## src/rtl/otter_ir_pipe_if.sv

```systemverilog
// Fetch-side and stage-output bundle for the OTTER IR/PC pipeline.
// The master side drives fetch and clear; the slave side is the pipe.
interface otter_ir_pipe_if #(
  parameter int CNT_W = 16
);
  logic [31:0]      fetch_ir;
  logic [31:0]      fetch_pc;
  logic             fetch_vld;
  logic             clear;
  logic             pc_write;
  logic             stall;
  logic [31:0]      dec_ir;
  logic [31:0]      dec_pc;
  logic [31:0]      exe_ir;
  logic [31:0]      exe_pc;
  logic [31:0]      mem_ir;
  logic [31:0]      mem_pc;
  logic [31:0]      wb_ir;
  logic [31:0]      wb_pc;
  logic [CNT_W-1:0] stall_cnt;
  logic [CNT_W-1:0] flush_cnt;

  modport master (
    output fetch_ir, fetch_pc, fetch_vld, clear,
    input  pc_write, stall,
    input  dec_ir, dec_pc, exe_ir, exe_pc,
    input  mem_ir, mem_pc, wb_ir, wb_pc,
    input  stall_cnt, flush_cnt
  );

  modport slave (
    input  fetch_ir, fetch_pc, fetch_vld, clear,
    output pc_write, stall,
    output dec_ir, dec_pc, exe_ir, exe_pc,
    output mem_ir, mem_pc, wb_ir, wb_pc,
    output stall_cnt, flush_cnt
  );
endinterface

```

## src/rtl/otter_ir_pipe.sv

```systemverilog
// OTTER IR/PC register chain DEC->EXE->MEM->WB with load-use
// stall, decode-stage squash and saturating event counters.
module otter_ir_pipe #(
  parameter logic [31:0] NOP_INSTR = 32'h00000013,
  parameter int          CNT_W     = 16
) (
  input logic           clk,
  input logic           reset_n,
  otter_ir_pipe_if.slave pif
);
  typedef struct packed {
    logic [31:0] ir;
    logic [31:0] pc;
  } stage_t;

  localparam stage_t BUBBLE = '{ir: NOP_INSTR, pc: 32'h0};

  localparam logic [6:0] OP_LUI    = 7'b0110111;
  localparam logic [6:0] OP_AUIPC  = 7'b0010111;
  localparam logic [6:0] OP_JAL    = 7'b1101111;
  localparam logic [6:0] OP_JALR   = 7'b1100111;
  localparam logic [6:0] OP_BRANCH = 7'b1100011;
  localparam logic [6:0] OP_LOAD   = 7'b0000011;
  localparam logic [6:0] OP_STORE  = 7'b0100011;
  localparam logic [6:0] OP_IMM    = 7'b0010011;
  localparam logic [6:0] OP_REG    = 7'b0110011;
  localparam logic [6:0] OP_SYS    = 7'b1110011;

  stage_t dec, exe, mem, wb;
  logic [CNT_W-1:0] stall_cnt, flush_cnt;

  logic [6:0] dec_op;
  logic [4:0] dec_rs1, dec_rs2, exe_rd;
  logic       use_rs1, use_rs2, stall;

  assign dec_op  = dec.ir[6:0];
  assign dec_rs1 = dec.ir[19:15];
  assign dec_rs2 = dec.ir[24:20];
  assign exe_rd  = exe.ir[11:7];

  always_comb begin
    use_rs1 = 1'b0;
    use_rs2 = 1'b0;
    unique case (1'b1)
      dec_op == OP_JALR,
      dec_op == OP_LOAD,
      dec_op == OP_IMM,
      dec_op == OP_SYS: use_rs1 = 1'b1;
      dec_op == OP_BRANCH,
      dec_op == OP_STORE,
      dec_op == OP_REG: begin
        use_rs1 = 1'b1;
        use_rs2 = 1'b1;
      end
      default: ;
    endcase
  end

  // LUI/AUIPC/JAL fall to default: no register sources.
  assign stall = (exe.ir[6:0] == OP_LOAD) && (exe_rd != 5'd0) &&
                 ((use_rs1 && dec_rs1 == exe_rd) ||
                  (use_rs2 && dec_rs2 == exe_rd));

  always_ff @(posedge clk) begin
    if (!reset_n) begin
      dec       <= BUBBLE;
      exe       <= BUBBLE;
      mem       <= BUBBLE;
      wb        <= BUBBLE;
      stall_cnt <= '0;
      flush_cnt <= '0;
    end else begin
      mem <= exe;
      wb  <= mem;
      if (stall) begin
        exe <= BUBBLE;
        if (stall_cnt != '1)
          stall_cnt <= stall_cnt + 1'b1;
      end else begin
        exe <= dec;
        if (pif.clear) begin
          dec <= BUBBLE;
          if (flush_cnt != '1)
            flush_cnt <= flush_cnt + 1'b1;
        end else if (pif.fetch_vld) begin
          dec <= '{ir: pif.fetch_ir, pc: pif.fetch_pc};
        end else begin
          dec <= BUBBLE;
        end
      end
    end
  end

  assign pif.stall     = stall;
  assign pif.pc_write  = ~stall;
  assign pif.dec_ir    = dec.ir;
  assign pif.dec_pc    = dec.pc;
  assign pif.exe_ir    = exe.ir;
  assign pif.exe_pc    = exe.pc;
  assign pif.mem_ir    = mem.ir;
  assign pif.mem_pc    = mem.pc;
  assign pif.wb_ir     = wb.ir;
  assign pif.wb_pc     = wb.pc;
  assign pif.stall_cnt = stall_cnt;
  assign pif.flush_cnt = flush_cnt;
endmodule

```

## src/flat_wrapper.sv

```systemverilog
// flat-port wrapper written by rule: the top's interface ports become plain ports
module otter_ir_pipe_flat 
#(
  parameter logic [31:0] NOP_INSTR = 32'h00000013,
  parameter int          CNT_W     = 16
)
  (clk, reset_n, pif_fetch_ir, pif_fetch_pc, pif_fetch_vld, pif_clear, pif_pc_write, pif_stall, pif_dec_ir, pif_dec_pc, pif_exe_ir, pif_exe_pc, pif_mem_ir, pif_mem_pc, pif_wb_ir, pif_wb_pc, pif_stall_cnt, pif_flush_cnt);
  otter_ir_pipe_if #(.CNT_W(CNT_W)) pif_i ();
  input logic clk;
  input logic reset_n;
  input wire logic [$bits(pif_i.fetch_ir)-1:0] pif_fetch_ir;
  input wire logic [$bits(pif_i.fetch_pc)-1:0] pif_fetch_pc;
  input wire logic [$bits(pif_i.fetch_vld)-1:0] pif_fetch_vld;
  input wire logic [$bits(pif_i.clear)-1:0] pif_clear;
  output wire logic [$bits(pif_i.pc_write)-1:0] pif_pc_write;
  output wire logic [$bits(pif_i.stall)-1:0] pif_stall;
  output wire logic [$bits(pif_i.dec_ir)-1:0] pif_dec_ir;
  output wire logic [$bits(pif_i.dec_pc)-1:0] pif_dec_pc;
  output wire logic [$bits(pif_i.exe_ir)-1:0] pif_exe_ir;
  output wire logic [$bits(pif_i.exe_pc)-1:0] pif_exe_pc;
  output wire logic [$bits(pif_i.mem_ir)-1:0] pif_mem_ir;
  output wire logic [$bits(pif_i.mem_pc)-1:0] pif_mem_pc;
  output wire logic [$bits(pif_i.wb_ir)-1:0] pif_wb_ir;
  output wire logic [$bits(pif_i.wb_pc)-1:0] pif_wb_pc;
  output wire logic [$bits(pif_i.stall_cnt)-1:0] pif_stall_cnt;
  output wire logic [$bits(pif_i.flush_cnt)-1:0] pif_flush_cnt;
  assign pif_i.fetch_ir = pif_fetch_ir;
  assign pif_i.fetch_pc = pif_fetch_pc;
  assign pif_i.fetch_vld = pif_fetch_vld;
  assign pif_i.clear = pif_clear;
  assign pif_pc_write = pif_i.pc_write;
  assign pif_stall = pif_i.stall;
  assign pif_dec_ir = pif_i.dec_ir;
  assign pif_dec_pc = pif_i.dec_pc;
  assign pif_exe_ir = pif_i.exe_ir;
  assign pif_exe_pc = pif_i.exe_pc;
  assign pif_mem_ir = pif_i.mem_ir;
  assign pif_mem_pc = pif_i.mem_pc;
  assign pif_wb_ir = pif_i.wb_ir;
  assign pif_wb_pc = pif_i.wb_pc;
  assign pif_stall_cnt = pif_i.stall_cnt;
  assign pif_flush_cnt = pif_i.flush_cnt;
  otter_ir_pipe #(.NOP_INSTR(NOP_INSTR), .CNT_W(CNT_W)) u_core (.clk(clk), .reset_n(reset_n), .pif(pif_i));
endmodule
```

## config.mk

```make
export PLATFORM = sky130hd
export DESIGN_NAME = otter_ir_pipe_flat
export DESIGN_NICKNAME = d
export VERILOG_FILES = /design/src/rtl/otter_ir_pipe_if.sv /design/src/rtl/otter_ir_pipe.sv /design/src/flat_wrapper.sv
export SDC_FILE = /design/constraint.sdc
export NUM_CORES = 1
export LEC_CHECK = 0
export CAP_MARGIN = 5
export CORE_ASPECT_RATIO = 1.75
export CORE_MARGIN = 1
export CORE_UTILIZATION = 31
export DETAILED_ROUTE_END_ITERATION = 7
export GPL_TIMING_DRIVEN = 0
export HOLD_SLACK_MARGIN = 0.08
export PLACE_DENSITY_LB_ADDON = 0.2
export SYNTH_ARGS = -nofsm -noshare
export SYNTH_HDL_FRONTEND = slang
export SYNTH_SLANG_ARGS = --single-unit
```

## constraint.sdc

```tcl
create_clock -name clk -period 5.2 [get_ports clk]
set_clock_uncertainty 0.1 [all_clocks]
set_input_delay 0.52 -clock clk [delete_from_list [all_inputs] [get_ports clk]]
set_output_delay 0.52 -clock clk [all_outputs]
set_load 0.02 [all_outputs]
```

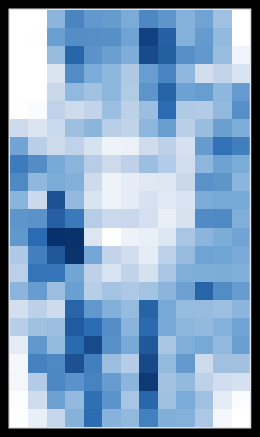
**Above:** run 1 (signal metal coverage by tile).
The die is cut into 13 by 23 equal tiles; white is low, dark blue is high, scaled to the fullest tile. Values are wire area over tile area, all layers added.
fullest tile: 0.37
tiles over half the peak: 36%
mean over tiles: 0.16
emptiest ninth of the die: center

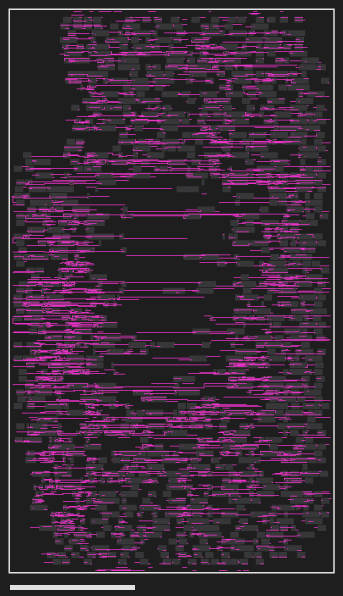
**Above:** run 1 (signal wires on met1).
Scale bar: 50 um.
nets with wire on the layer: 1082
wire length on this layer: 10100 um

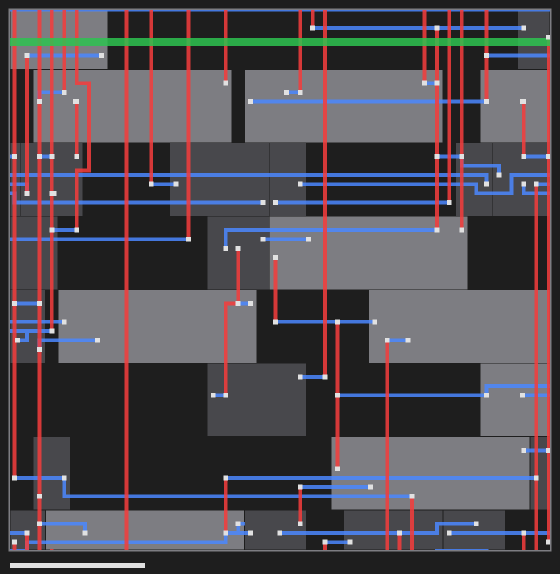
**Above:** run 1 (layout detail).
Scale bar: 5 um. Window x 87 to 107, y 159 to 179 um. Cells in gray, sequential cells in the stronger gray; small squares are vias.
[red] M2
[blue] M1
[green] M3
sequential cells in the window: 7
netlist names of flops here include: `u_core.pif.exe_pc` (4), `u_core.pif.mem_pc` (2)
cells with their middle in the window: 20
most frequent: dfxtp_1 (7), and3_1 (4)

==> summary.txt, run 1 <==
The synthesis and place-and-route flow finished, so here is a summary.

The flow ran to the end, and the final reports show no timing, DRC or antenna violations. The post-synthesis mux area share came out at 0.00452. The actual slew at the worst max-slew pin is 1.14 ns. The die is 130 um wide. The share of total power consumed by net switching came out at 0.215. The post-DP HPWL is 22.1 mm.

The layout net count came out at 1227. After global routing, the most crowded layer is met2. The number of remaining DRC errors came out at 0. The critical path goes through or4_1 > nor2_1 > nor3_1 > o21ai_2 > clkbuf_1 > clkbuf_1 > clkdlybuf4s50_1. Synthesis produced a netlist with a net count of 842.

The timing-limited maximum frequency is 240 MHz. The routed wirelength on the met1 layer is recorded as 10.1 mm. Per the hold report, the tightest min-delay path originates at u_core.pif.mem_ir[4]. The launch point of the critical path was reported as u_core.pif.exe_ir[7].

The power density over cell area came out at 324 nW/um^2. The area of the synthesized netlist per yosys stat came out at 8860 um^2. The yosys warning tally came out at 0. The worst path arrival time is 3.54 ns. The buffer_ports step reported a buffer count of 356. The mean number of vias per cell came out at 4.54. The overall chip area came out at 29300 um^2.

The number of sinks handled by clock tree synthesis came out at 288. The fraction of synthesis flops using an asynchronous set or reset pin came out at 0. Counting plain and timing-repair buffers in the layout gives 407.

The max-slew check reports its worst relative slack as 0.238. The number of vias after detailed routing is 7040. The path class of the tightest hold or removal check is flop to flop.

The combinational power is 0.243 mW. Looking at the clock tree report, the H-tree level count equals 1. The final timing report gives a worst setup slack of 1.04 ns. The longest individual stage delay on the worst path is 0.70 ns. The flip-flop and latch count after synthesis is 288.

By area, sequential cells come first. The final routed wire length divided by cell count came out at 18.5 um. The overall fraction of global-route tracks in use came out at 0.194.

The number of cells traversed by the worst hold path is 1. The number of distinct library cell variants in the gate-level netlist after synthesis is 41. The setup TNS came out at 0 ns. The beginning of the worst register-to-register path is u_core.pif.stall_cnt[0].

Leaving out fill and tap cells, the most frequent cells in the layout are clkdlybuf4s50_1, dfxtp_1, and2_1, and3_1, a22o_1. The largest share of the power goes to sequential cells. The worst setup path is launched from a flop. In the synthesized netlist, the cells that appear most often are dfxtp_1, and2_1, and3_1. Counting along the longest clock path gives a buffer depth of 3. The count of flip-flops with a built-in enable after synthesis is 0. The wire length on met3 is 1.72 mm.

The final antenna diode tally reported by the flow is 2. Pins over their slew limit in the final report were tallied at 0. The area share of and/or/nand/nor cells after synthesis is 0.199. The via count of the first global-routing pass is 7093.

The global-route met1 utilization is 0.202. Relative to the synthesized area, the layout overhead comes to 55.3%. The cell count listed in synth_stat.txt came out at 772. The number of OpenROAD warnings is 26. The starting DRC count in detailed routing is 262. The worst register-to-register path ends at u_core.pif.stall_cnt[1].

The number of placement rows is 81. The residual overflow from global routing came out at 0. The chip height came out at 226 um. The cell-mix breakdown from Yosys lists the adder-cell area share as 0.00283. In this run the standard cell core region covers 28000 um^2. Setup repair after global routing left no endpoint under its margin. Among cell families on the critical path, the largest total delay comes from buffers and inverters.

Setup slack on the worst reg-to-reg path comes out at 2.19 ns. The most used cell along the critical path is clkbuf_1. The xor-xnor portion of the synthesized cell area is 0.0109. The maximum vdd drop is 225 uV. The most critical setup path has its endpoint at pif_pc_write. The logic gate fraction of the total cell area came out at 0.205.

The starting density of the core is 0.317. In the synthesized netlist the dominant register cell turns out to be dfxtp_1. The source-to-sink clock delay at the later pin of the worst-skew pair is 0.53 ns. Sorting the Yosys area breakdown by cell type puts at the top dfxtp_1.
==> run 1 -> run 2 <==
- clock period: 5.2 -> 4.3 ns (I/O delays scaled with it)
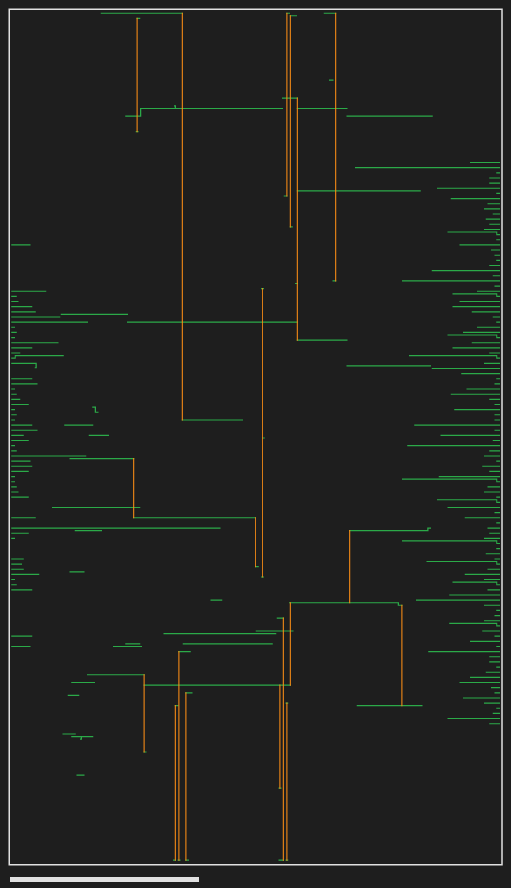
**Above:** run 2 (wiring by layer).
Scale bar: 50 um. Only two layers are drawn.
[orange] M4 | wire length: 841 um
[green] M3 | wire length: 1670 um

==> run 2 against run 1 <==
  * Non-clock buffer count unchanged
  * Clock power up 21%
  * Sequential power up 21%
  * First-iteration DRC count down 3.4%
  * Synthesized cell count unchanged
  * Highest routed layer unchanged
  * Clock-buffer cell count unchanged
  * Power up 21%
  * Final cell count unchanged
  * Sequential cell count unchanged
  * Cell area unchanged
  * Global-route usage unchanged
==> summary.txt, run 2 <==
The synthesis and place-and-route flow finished, so here is a summary.

The run finished with clean final reports. The share of total power consumed by net switching came out at 0.216 (+0.000425). The post-DP HPWL came out at 22.1 mm (unchanged). The number of placement rows is 81 (unchanged). The post-synthesis mux area share was 0.00452 (unchanged). The number of sinks handled by clock tree synthesis came to 288 (unchanged).

The longest individual stage delay on the worst path is 0.70 ns (about the same). The count of flip-flops with a built-in enable after synthesis is 0 (unchanged). The yosys warning tally is 0 (unchanged). The area share of and/or/nand/nor cells after synthesis came out at 0.199 (unchanged). Post-synth the commonest register cell is dfxtp_1.

The starting DRC count in detailed routing was 253 (-3.4%). The via count of the first global-routing pass is 7093 (unchanged). Per the cell usage report, the commonest logic cells after layout are clkdlybuf4s50_1, dfxtp_1, and2_1, and3_1, a22o_1.

The endpoint of the worst register-to-register path is u_core.pif.dec_ir[4]. Sorting the synthesized cells by how often they occur yields dfxtp_1, and2_1, and3_1. The core footprint came to 28000 um^2 (unchanged).

STA lists the startpoint of the worst register-to-register path as u_core.pif.exe_ir[7]. Of all cell types, the one taking the most synthesized area is dfxtp_1. The power density over cell area was 392 nW/um^2 (+21%). For reference, the critical path is launched at u_core.pif.exe_ir[7]. The combinational power came out at 0.293 mW (+21%). The number of OpenROAD warnings came out at 26 (unchanged). The adder-cell area share of the yosys netlist is 0.00283 (unchanged).

The max-slew violation count is 0 (unchanged). Setup repair after global routing left no endpoint under its margin. The number of distinct library cell variants in the gate-level netlist after synthesis came out at 41 (unchanged).

The count of H-tree levels built during CTS came out at 1 (unchanged). The biggest slice of the total power is consumed by sequential cells. The chip height came out at 226 um (unchanged). The post-layout worst setup margin came out at 0.237 ns (-0.799 ns).

The worst path arrival time is 3.53 ns (about the same). The count of plain and timing-repair buffers is 407 (unchanged). Global routing put the most usage on met2. The timing-limited maximum frequency is 246 MHz. The buffer levels on the longest clock path is 3 (unchanged). The cell count listed in synth_stat.txt is 772 (unchanged). The worst slew margin relative to its limit came out at 0.241 (+0.00310). The fraction of synthesis flops using an asynchronous set or reset pin is 0 (unchanged).
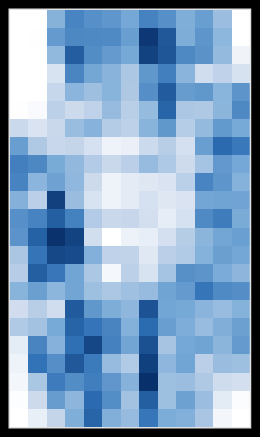
**Above:** run 2 (signal metal coverage by tile).
The die is cut into 13 by 23 equal tiles; white is low, dark blue is high, scaled to the fullest tile. Values are wire area over tile area, all layers added.
fullest tile: 0.36
tiles over half the peak: 40%
emptiest ninth of the die: center
mean over tiles: 0.16

==> run 2 -> run 3 <==
- PLACE_DENSITY_LB_ADDON: 0.2 -> 0.08
- SKIP_LAST_GASP: default -> 1
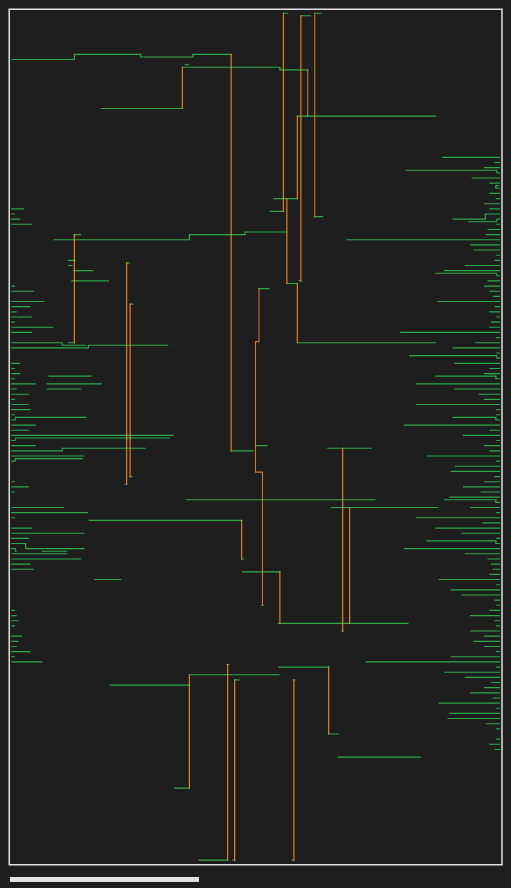
**Above:** run 3 (wiring by layer).
Scale bar: 50 um. Only two layers are drawn.
[orange] M4 | wire length: 880 um
[green] M3 | wire length: 2010 um

==> run 3 against run 2 <==
  * Register-to-register slack got worse by 0.14 ns
  * Sequential power about the same
  * Wire length increased by 1.1%
  * Combinational power about the same
  * Synthesized cell count unchanged
  * Clock power increased by 7%
  * Hold slack got worse by 0.049 ns
  * Sequential share of layout area decreased by 0.23 points
  * Critical path type unchanged
  * Non-clock buffer count decreased by 1
==> summary.txt, run 3 <==
The synthesis and place-and-route flow finished, so here is a summary.

The area of combinational cells with multiple inputs is 2820 um^2. The share of synthesized area occupied by flip-flops and latches came out at 0.651. The wire length on met3 came out at 2.01 mm. The endpoint of the worst register-to-register path is u_core.pif.dec_ir[4]. The compound-cell area share of the yosys netlist came out at 0.100. The cell type that accounts for the most area after synthesis is dfxtp_1. The share of Yosys cell area claimed by the top area cell type came out at 0.651. The number of sinks handled by clock tree synthesis is 288 (unchanged). The post-synthesis mux area share came to 0.00452 (unchanged).

Per the area breakdown, the dominant cell category is sequential cells. The hold slack came out at 0.277 ns. The area share of and/or/nand/nor cells after synthesis was 0.199 (unchanged). The chip height is 226 um (unchanged). The worst slew margin relative to its limit came to 0.211 (-0.0300). The run finished with clean final reports. The power density over cell area came out at 401 nW/um^2 (+2.3%). The worst setup slack before clock tree synthesis came out at 0.620 ns. The longest individual stage delay on the worst path was 0.68 ns (-0.02 ns).

The post-layout worst setup margin came to 0.412 ns (+0.175 ns). The core footprint is 28000 um^2 (unchanged). Per STA, the startpoint of the critical path is u_core.pif.exe_ir[10]. The cell count listed in synth_stat.txt came out at 772 (unchanged).

The actual slew at the worst max-slew pin is 1.18 ns. Note that the worst hold path type here is input port to flop. The fraction of synthesis flops using an asynchronous set or reset pin was 0 (unchanged). The commonest register cell is dfxtp_1. The top cell type in the final layout, fill and taps aside, is clkdlybuf4s50_1.

The combinational power came out at 0.295 mW (about the same). The via count of the first global-routing pass came out at 6990 (-1.5%). The share of total power consumed by net switching is 0.215 (-0.000599).

The power report lists the sequential group at 2.73 mW. The wire length of the first global-routing pass came out at 42.5 mm. The commonest cells after synthesis are dfxtp_1, and2_1, and3_1.

The layout report lists the combined flip-flop and latch area as 5770 um^2. For reference, the final report shows the hold violation count at 0. The layout net count came out at 1226. The yosys warning tally came out at 0 (unchanged). Setup repair after global routing left no endpoint under its margin. The number of placement rows is 81 (unchanged).

The max-slew violation count was 0 (unchanged). The number of distinct library cell variants in the gate-level netlist after synthesis is 41 (unchanged). For reference, the top logic cell family by area is simple AND/OR/NAND/NOR gates.

For the worst reg-to-reg path, the startpoint reported by OpenROAD is u_core.pif.exe_ir[10]. Looking at the group totals, the largest power group turns out to be sequential cells. The shortest clock period the worst path allows after layout is 3.89 ns. The post-synthesis instance total is 772. In the layout the commonest cells are clkdlybuf4s50_1, dfxtp_1, and2_1, and3_1, a22o_1. Per the layout report, the design carries 2607 filler cells. The buffer levels on the longest clock path came out at 3 (unchanged).

The count of H-tree levels built during CTS is 1 (unchanged). The count of plain and timing-repair buffers came out at 406 (-0.25%). The post-DP HPWL is 22.4 mm (+1.1%). The worst path arrival time came out at 3.36 ns (-0.17 ns). The starting DRC count in detailed routing came out at 213 (-16%). The maximum net fanout on the critical path is 10. The number of OpenROAD warnings is 26 (unchanged).

The timing-limited maximum frequency came to 257 MHz (+4.5%). The count of flip-flops with a built-in enable after synthesis came out at 0 (unchanged).
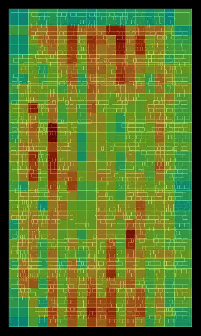
**Above:** run 3 (routing congestion map).
met1 Track Usage GR: 0.198
GR peak layer: met2
met3 Usage GRT: 0.0464
post-route core utilization: 0.494
GR Util All Layers: 0.196

No activity file was given, so power comes from the tool's default toggle rates.
